**src/rtl/divisor_pkg.sv**
```systemverilog
// ----------------------------------------------------------------------------
// divisor_pkg
// Shared definitions for the button-driven parametrised integer divider.
//   state_t   : controller states (IDLE, CALC, DONE)
//   DEF_WIDTH : default operand/result width
//   MAX_WIDTH : widest supported operand width
//   ALL_ONES  : all-ones pattern, sliced to WIDTH for the divide-by-zero quotient
// ----------------------------------------------------------------------------
package divisor_pkg;

   typedef enum logic [1:0] {
      IDLE = 2'd0,
      CALC = 2'd1,
      DONE = 2'd2
   } state_t;

   localparam int DEF_WIDTH = 4;
   localparam int MAX_WIDTH = 16;

   localparam logic [MAX_WIDTH-1:0] ALL_ONES = '1;

endpackage

```
**src/rtl/divisor_entero_param_if.sv**
```systemverilog
// ----------------------------------------------------------------------------
// divisor_entero_param_if
// Groups the button inputs and display/handshake outputs of the divider.
//   master : board side (drives up/down/selector/ok, observes results)
//   slave  : divider side
// Signals:
//   up, down, selector, ok         : operand editing and start request
//   dividendo, divisor             : current operand registers
//   cociente, resto                : results of the last completed division
//   busy, done, div_cero           : progress, completion pulse, zero-divisor flag
// ----------------------------------------------------------------------------
interface divisor_entero_param_if
   import divisor_pkg::*;
#(
   parameter int WIDTH = DEF_WIDTH
);

   logic             up;
   logic             down;
   logic             selector;
   logic             ok;
   logic [WIDTH-1:0] dividendo;
   logic [WIDTH-1:0] divisor;
   logic [WIDTH-1:0] cociente;
   logic [WIDTH-1:0] resto;
   logic             busy;
   logic             done;
   logic             div_cero;

   modport master (
      output up, down, selector, ok,
      input  dividendo, divisor, cociente, resto, busy, done, div_cero
   );

   modport slave (
      input  up, down, selector, ok,
      output dividendo, divisor, cociente, resto, busy, done, div_cero
   );

endinterface

```
**src/rtl/divisor_restoring_core.sv**
```systemverilog
// ----------------------------------------------------------------------------
// divisor_restoring_core
// Iterative restoring divider, one quotient bit per clock.
// Ports:
//   clock, reset_n   : clock and asynchronous active-low reset
//   start            : load operands and begin (divisor must be nonzero)
//   dividend_in      : dividend sampled on start
//   divisor_in       : divisor sampled on start
//   busy             : high while steps remain
//   finish           : high during the cycle whose edge performs the last step
//   quot, rem        : working quotient/remainder (final once busy drops)
// ----------------------------------------------------------------------------
module divisor_restoring_core
   import divisor_pkg::*;
#(
   parameter int WIDTH = DEF_WIDTH
) (
   input  logic             clock,
   input  logic             reset_n,
   input  logic             start,
   input  logic [WIDTH-1:0] dividend_in,
   input  logic [WIDTH-1:0] divisor_in,
   output logic             busy,
   output logic             finish,
   output logic [WIDTH-1:0] quot,
   output logic [WIDTH-1:0] rem
);

   localparam int CW = $clog2(WIDTH);

   logic [WIDTH-1:0] rem_reg;
   logic [WIDTH-1:0] quot_reg;
   logic [WIDTH-1:0] dsr_reg;
   logic [CW-1:0]    cnt_reg;
   logic             busy_reg;

   // The shifted partial remainder is WIDTH+1 bits so the compare never
   // overflows. After a successful subtract the result is below the divisor,
   // so the low WIDTH bits of a modular subtract are exact.
   logic [WIDTH:0]   rem_shift;
   logic             fits;
   logic [WIDTH-1:0] rem_next;
   logic [WIDTH-1:0] quot_next;

   always_comb begin
      rem_shift = {rem_reg, quot_reg[WIDTH-1]};
      fits      = (rem_shift >= {1'b0, dsr_reg});
      rem_next  = fits ? (rem_shift[WIDTH-1:0] - dsr_reg) : rem_shift[WIDTH-1:0];
      quot_next = {quot_reg[WIDTH-2:0], fits};
   end

   always_ff @(posedge clock or negedge reset_n) begin
      if (!reset_n) begin
         rem_reg  <= '0;
         quot_reg <= '0;
         dsr_reg  <= '0;
         cnt_reg  <= '0;
         busy_reg <= 1'b0;
      end else if (start) begin
         rem_reg  <= '0;
         quot_reg <= dividend_in;
         dsr_reg  <= divisor_in;
         cnt_reg  <= CW'(WIDTH - 1);
         busy_reg <= 1'b1;
      end else if (busy_reg) begin
         rem_reg  <= rem_next;
         quot_reg <= quot_next;
         if (cnt_reg == '0) begin
            busy_reg <= 1'b0;
         end else begin
            cnt_reg <= cnt_reg - 1'b1;
         end
      end
   end

   assign busy   = busy_reg;
   assign finish = busy_reg && (cnt_reg == '0);
   assign quot   = quot_reg;
   assign rem    = rem_reg;

endmodule

```
**src/rtl/divisor_entero_param.sv**
```systemverilog
// ----------------------------------------------------------------------------
// divisor_entero_param
// Button-driven parametrised integer divider. Two operand registers are
// edited with up/down (selector picks dividend=0 / divisor=1) while idle;
// a rising edge on ok starts a restoring division in divisor_restoring_core.
// Ports:
//   clock, reset_n : clock and asynchronous active-low reset
//   bus (slave)    : up, down, selector, ok in; dividendo, divisor,
//                    cociente, resto, busy, done, div_cero out
// Build option:
//   DIVISOR_SAT_EN : operand editing saturates at 0 and max instead of wrapping
// ----------------------------------------------------------------------------
module divisor_entero_param
   import divisor_pkg::*;
#(
   parameter int WIDTH = DEF_WIDTH
) (
   input  logic                   clock,
   input  logic                   reset_n,
   divisor_entero_param_if.slave  bus
);

   state_t           state_reg;
   logic             ok_q_reg;
   logic             zero_reg;
   logic [WIDTH-1:0] dvd_hold_reg;
   logic             done_reg;
   logic             div_cero_reg;
   logic [WIDTH-1:0] coc_reg;
   logic [WIDTH-1:0] resto_reg;

   logic [WIDTH-1:0] opnd_val [2];
   logic             ok_rise;
   logic             core_start;
   logic             core_busy;
   logic             core_finish;
   logic [WIDTH-1:0] core_quot;
   logic [WIDTH-1:0] core_rem;

   assign ok_rise    = bus.ok & ~ok_q_reg;
   assign core_start = (state_reg == IDLE) && ok_rise && (opnd_val[1] != '0);

   // Operand registers: index 0 is the dividend, index 1 the divisor.
   genvar gi;
   generate
      for (gi = 0; gi < 2; gi++) begin : gen_opnd
         logic [WIDTH-1:0] opnd_reg;
         logic [WIDTH-1:0] inc_val;
         logic [WIDTH-1:0] dec_val;
         logic             edit_en;

`ifdef DIVISOR_SAT_EN
         assign inc_val = (opnd_reg == '1) ? opnd_reg : opnd_reg + 1'b1;
         assign dec_val = (opnd_reg == '0) ? opnd_reg : opnd_reg - 1'b1;
`else
         assign inc_val = opnd_reg + 1'b1;
         assign dec_val = opnd_reg - 1'b1;
`endif

         assign edit_en = (state_reg == IDLE) && (bus.selector == 1'(gi));

         always_ff @(posedge clock or negedge reset_n) begin
            if (!reset_n) begin
               opnd_reg <= '0;
            end else if (edit_en && bus.up && !bus.down) begin
               opnd_reg <= inc_val;
            end else if (edit_en && bus.down && !bus.up) begin
               opnd_reg <= dec_val;
            end
         end

         assign opnd_val[gi] = opnd_reg;
      end
   endgenerate

   divisor_restoring_core #(
      .WIDTH (WIDTH)
   ) u_core (
      .clock       (clock),
      .reset_n     (reset_n),
      .start       (core_start),
      .dividend_in (opnd_val[0]),
      .divisor_in  (opnd_val[1]),
      .busy        (core_busy),
      .finish      (core_finish),
      .quot        (core_quot),
      .rem         (core_rem)
   );

   // Result registers are loaded on the edge that leaves DONE, so done and
   // the new results appear together one cycle after the state enters DONE.
   always_ff @(posedge clock or negedge reset_n) begin
      if (!reset_n) begin
         state_reg    <= IDLE;
         ok_q_reg     <= 1'b0;
         zero_reg     <= 1'b0;
         dvd_hold_reg <= '0;
         done_reg     <= 1'b0;
         div_cero_reg <= 1'b0;
         coc_reg      <= '0;
         resto_reg    <= '0;
      end else begin
         ok_q_reg <= bus.ok;
         done_reg <= 1'b0;
         case (state_reg)
            IDLE: begin
               if (ok_rise) begin
                  zero_reg     <= (opnd_val[1] == '0);
                  dvd_hold_reg <= opnd_val[0];
                  state_reg    <= (opnd_val[1] == '0) ? DONE : CALC;
               end
            end
            CALC: begin
               if (core_finish) begin
                  state_reg <= DONE;
               end
            end
            DONE: begin
               state_reg    <= IDLE;
               done_reg     <= 1'b1;
               div_cero_reg <= zero_reg;
               coc_reg      <= zero_reg ? ALL_ONES[WIDTH-1:0] : core_quot;
               resto_reg    <= zero_reg ? dvd_hold_reg : core_rem;
            end
            default: state_reg <= IDLE;
         endcase
      end
   end

   assign bus.dividendo = opnd_val[0];
   assign bus.divisor   = opnd_val[1];
   assign bus.cociente  = coc_reg;
   assign bus.resto     = resto_reg;
   assign bus.busy      = core_busy;
   assign bus.done      = done_reg;
   assign bus.div_cero  = div_cero_reg;

endmodule

```
**src/flat_wrapper.sv**
```systemverilog
// flat-port wrapper written by rule: the top's interface ports become plain ports
module divisor_entero_param_flat import divisor_pkg::*;
#(
   parameter int WIDTH = DEF_WIDTH
)
  (clock, reset_n, bus_up, bus_down, bus_selector, bus_ok, bus_dividendo, bus_divisor, bus_cociente, bus_resto, bus_busy, bus_done, bus_div_cero);
  divisor_entero_param_if #(.WIDTH(WIDTH)) bus_i ();
  input  logic clock;
  input  logic reset_n;
  input wire logic [$bits(bus_i.up)-1:0] bus_up;
  input wire logic [$bits(bus_i.down)-1:0] bus_down;
  input wire logic [$bits(bus_i.selector)-1:0] bus_selector;
  input wire logic [$bits(bus_i.ok)-1:0] bus_ok;
  output wire logic [$bits(bus_i.dividendo)-1:0] bus_dividendo;
  output wire logic [$bits(bus_i.divisor)-1:0] bus_divisor;
  output wire logic [$bits(bus_i.cociente)-1:0] bus_cociente;
  output wire logic [$bits(bus_i.resto)-1:0] bus_resto;
  output wire logic [$bits(bus_i.busy)-1:0] bus_busy;
  output wire logic [$bits(bus_i.done)-1:0] bus_done;
  output wire logic [$bits(bus_i.div_cero)-1:0] bus_div_cero;
  assign bus_i.up = bus_up;
  assign bus_i.down = bus_down;
  assign bus_i.selector = bus_selector;
  assign bus_i.ok = bus_ok;
  assign bus_dividendo = bus_i.dividendo;
  assign bus_divisor = bus_i.divisor;
  assign bus_cociente = bus_i.cociente;
  assign bus_resto = bus_i.resto;
  assign bus_busy = bus_i.busy;
  assign bus_done = bus_i.done;
  assign bus_div_cero = bus_i.div_cero;
  divisor_entero_param #(.WIDTH(WIDTH)) u_core (.clock(clock), .reset_n(reset_n), .bus(bus_i));
endmodule
```
**config.mk**
```make
export PLATFORM = sky130hd
export DESIGN_NAME = divisor_entero_param_flat
export DESIGN_NICKNAME = d
export VERILOG_FILES = /design/src/rtl/divisor_pkg.sv /design/src/rtl/divisor_entero_param_if.sv /design/src/rtl/divisor_restoring_core.sv /design/src/rtl/divisor_entero_param.sv /design/src/flat_wrapper.sv
export SDC_FILE = /design/constraint.sdc
export NUM_CORES = 1
export LEC_CHECK = 0
export CORE_MARGIN = 5
export CORE_UTILIZATION = 55
export DETAILED_ROUTE_END_ITERATION = 10
export PLACE_DENSITY_LB_ADDON = 0.15
export SYNTH_ARGS = -nofsm -noshare
export SYNTH_HDL_FRONTEND = slang
export SYNTH_SLANG_ARGS = --single-unit
```
**constraint.sdc**
```tcl
create_clock -name clock -period 3.3 [get_ports clock]
set_input_delay 0.66 -clock clock [delete_from_list [all_inputs] [get_ports clock]]
set_output_delay 0.66 -clock clock [all_outputs]
set_load 0.005 [all_outputs]
```
==> results.toml <==
# generated from flow reports
[pwr]
pwr_density_cell_nw_per_um2 = 1080
top_power_group = "combinational cells"
p_switching_w = 0.000962
total_combinational_power_w = 0.00117
cellInternalPower_w = 0.00168

[sta]
finalSetupViolCount = 0
setup_total_negative_slack_ns = 0
fin_crit_ns = 2.45

[finish]
final_core_utilization_pct = 67.6
area.growth.synth_to_final_pct = 19.6
buffers = 25
nFlopsAndLatches = 41
logic_area_um2 = 955
drive_above_1_share_pct = 9.55

[routing]
first_pass_iters = 4
ant_nets = 0
detailroute.wirelength.met3_um = 270
highest_layer = "met4"

[synth]
yosys-top-cells-count = "41 x sky130_fd_sc_hd__dfrtp_1, 31 x sky130_fd_sc_hd__nand2_1, 28 x sky130_fd_sc_hd__o21ai_0"
synthesis.area_um2 = 2050
netlist-cell-type-count = 35

[grt]
grt_pass1_wl_mm = 7.04
grt_antenna_before_repair = 0
grt.met2_usage_pct = 28.6

[floorplanning]
fp.dieH_um = 71.1
chip_area_um2 = 5050

[status]
run_status = "finished clean"

[run]
warnings = 26

[critical_path]
critPathKind = "input pin to flip-flop"
crit_family = "simple AND/OR/NAND/NOR gates"
cp.depth = 8

[clock_tree]
clkTransAtPathRegs_ns = 0.08
[logic make-up after synthesis]
kind of cell    after synthesis  share of synthesized area [%]
compound gates               44                           13.2
xor+xnor                      8                           3.41
fa+ha+maj                    12                           8.41
buf+inv                      18                           3.48
flops                        41                           50.0
mux                          15                           7.68
simple gates                 57                           13.8
[stage by stage]
step | area (µm²) | setup slack (ns) | hold slack (ns) | cells
after floorplan | 2050 | 1.21 | 0.364 | 195
after global placement | 2320 | 0.661 | 0.461 | 260
after detailed placement | 2320 | 0.556 | 0.473 | 260
after CTS | 2450 | 0.853 | 0.490 | 268
after global routing | 2450 | 0.687 | 0.535 | 268
final | 2450 | 0.847 | 0.470 | 268
Fig. 1: signal wires by layer
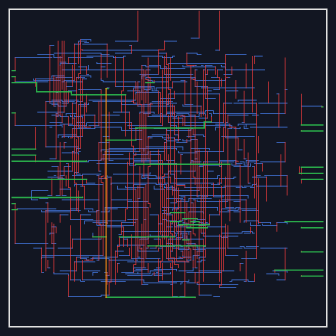
- red: metal 2 (wire length 1,940 µm)
- blue: metal 1 (wire length 1,770 µm)
- green: metal 3 (wire length 271 µm)
- orange: metal 4 (wire length 46.9 µm)
total number of vias: 1,464
routed wirelength normalized by instance count: 15.0 µm

Fig. 2: routed clock nets over the placement
The bar under the picture is 20 µm long.
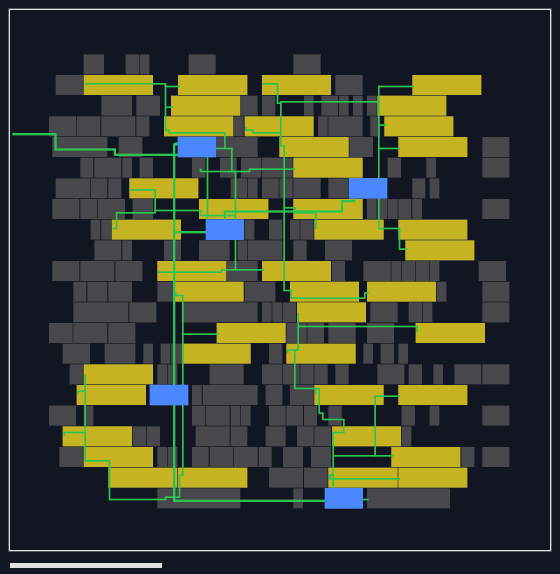
- green: clock wires (length 494 µm)
- blue: clock drivers (count 5)
- yellow: flip-flops (count 41)
- routed clock nets: 6
fraction of power consumed by the clock network: 18.1%
worst-case clock skew: 0.0103 ns

Fig. 3: I/O nets highlighted
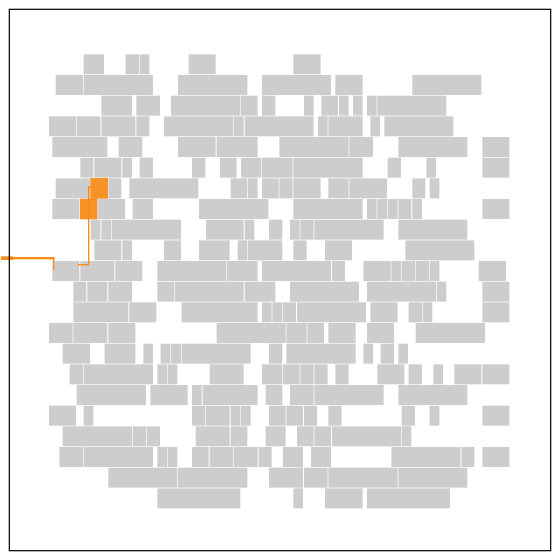
- orange: bus_up (direction input; end cells 2; buffers 1; wire 18.9 µm)
number of primary I/O pins: 25
Port Buffer Count: 24

Fig. 4: selected gate families
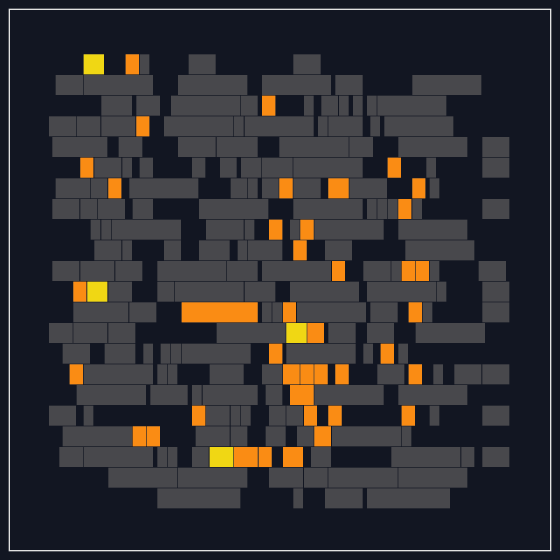
- yellow: AND-OR and OR-AND gates (cells 4; most used a21o_1)
- orange: inverting AOI/OAI gates (cells 40; most used o21ai_0)
multi-input combinational area share: 38.9%
most frequent standard cell in the layout excluding fill and tap cells: sky130_fd_sc_hd__dfrtp_1
fin cells: 268

Power figures rest on the tool's default switching activity, not on a simulated workload.
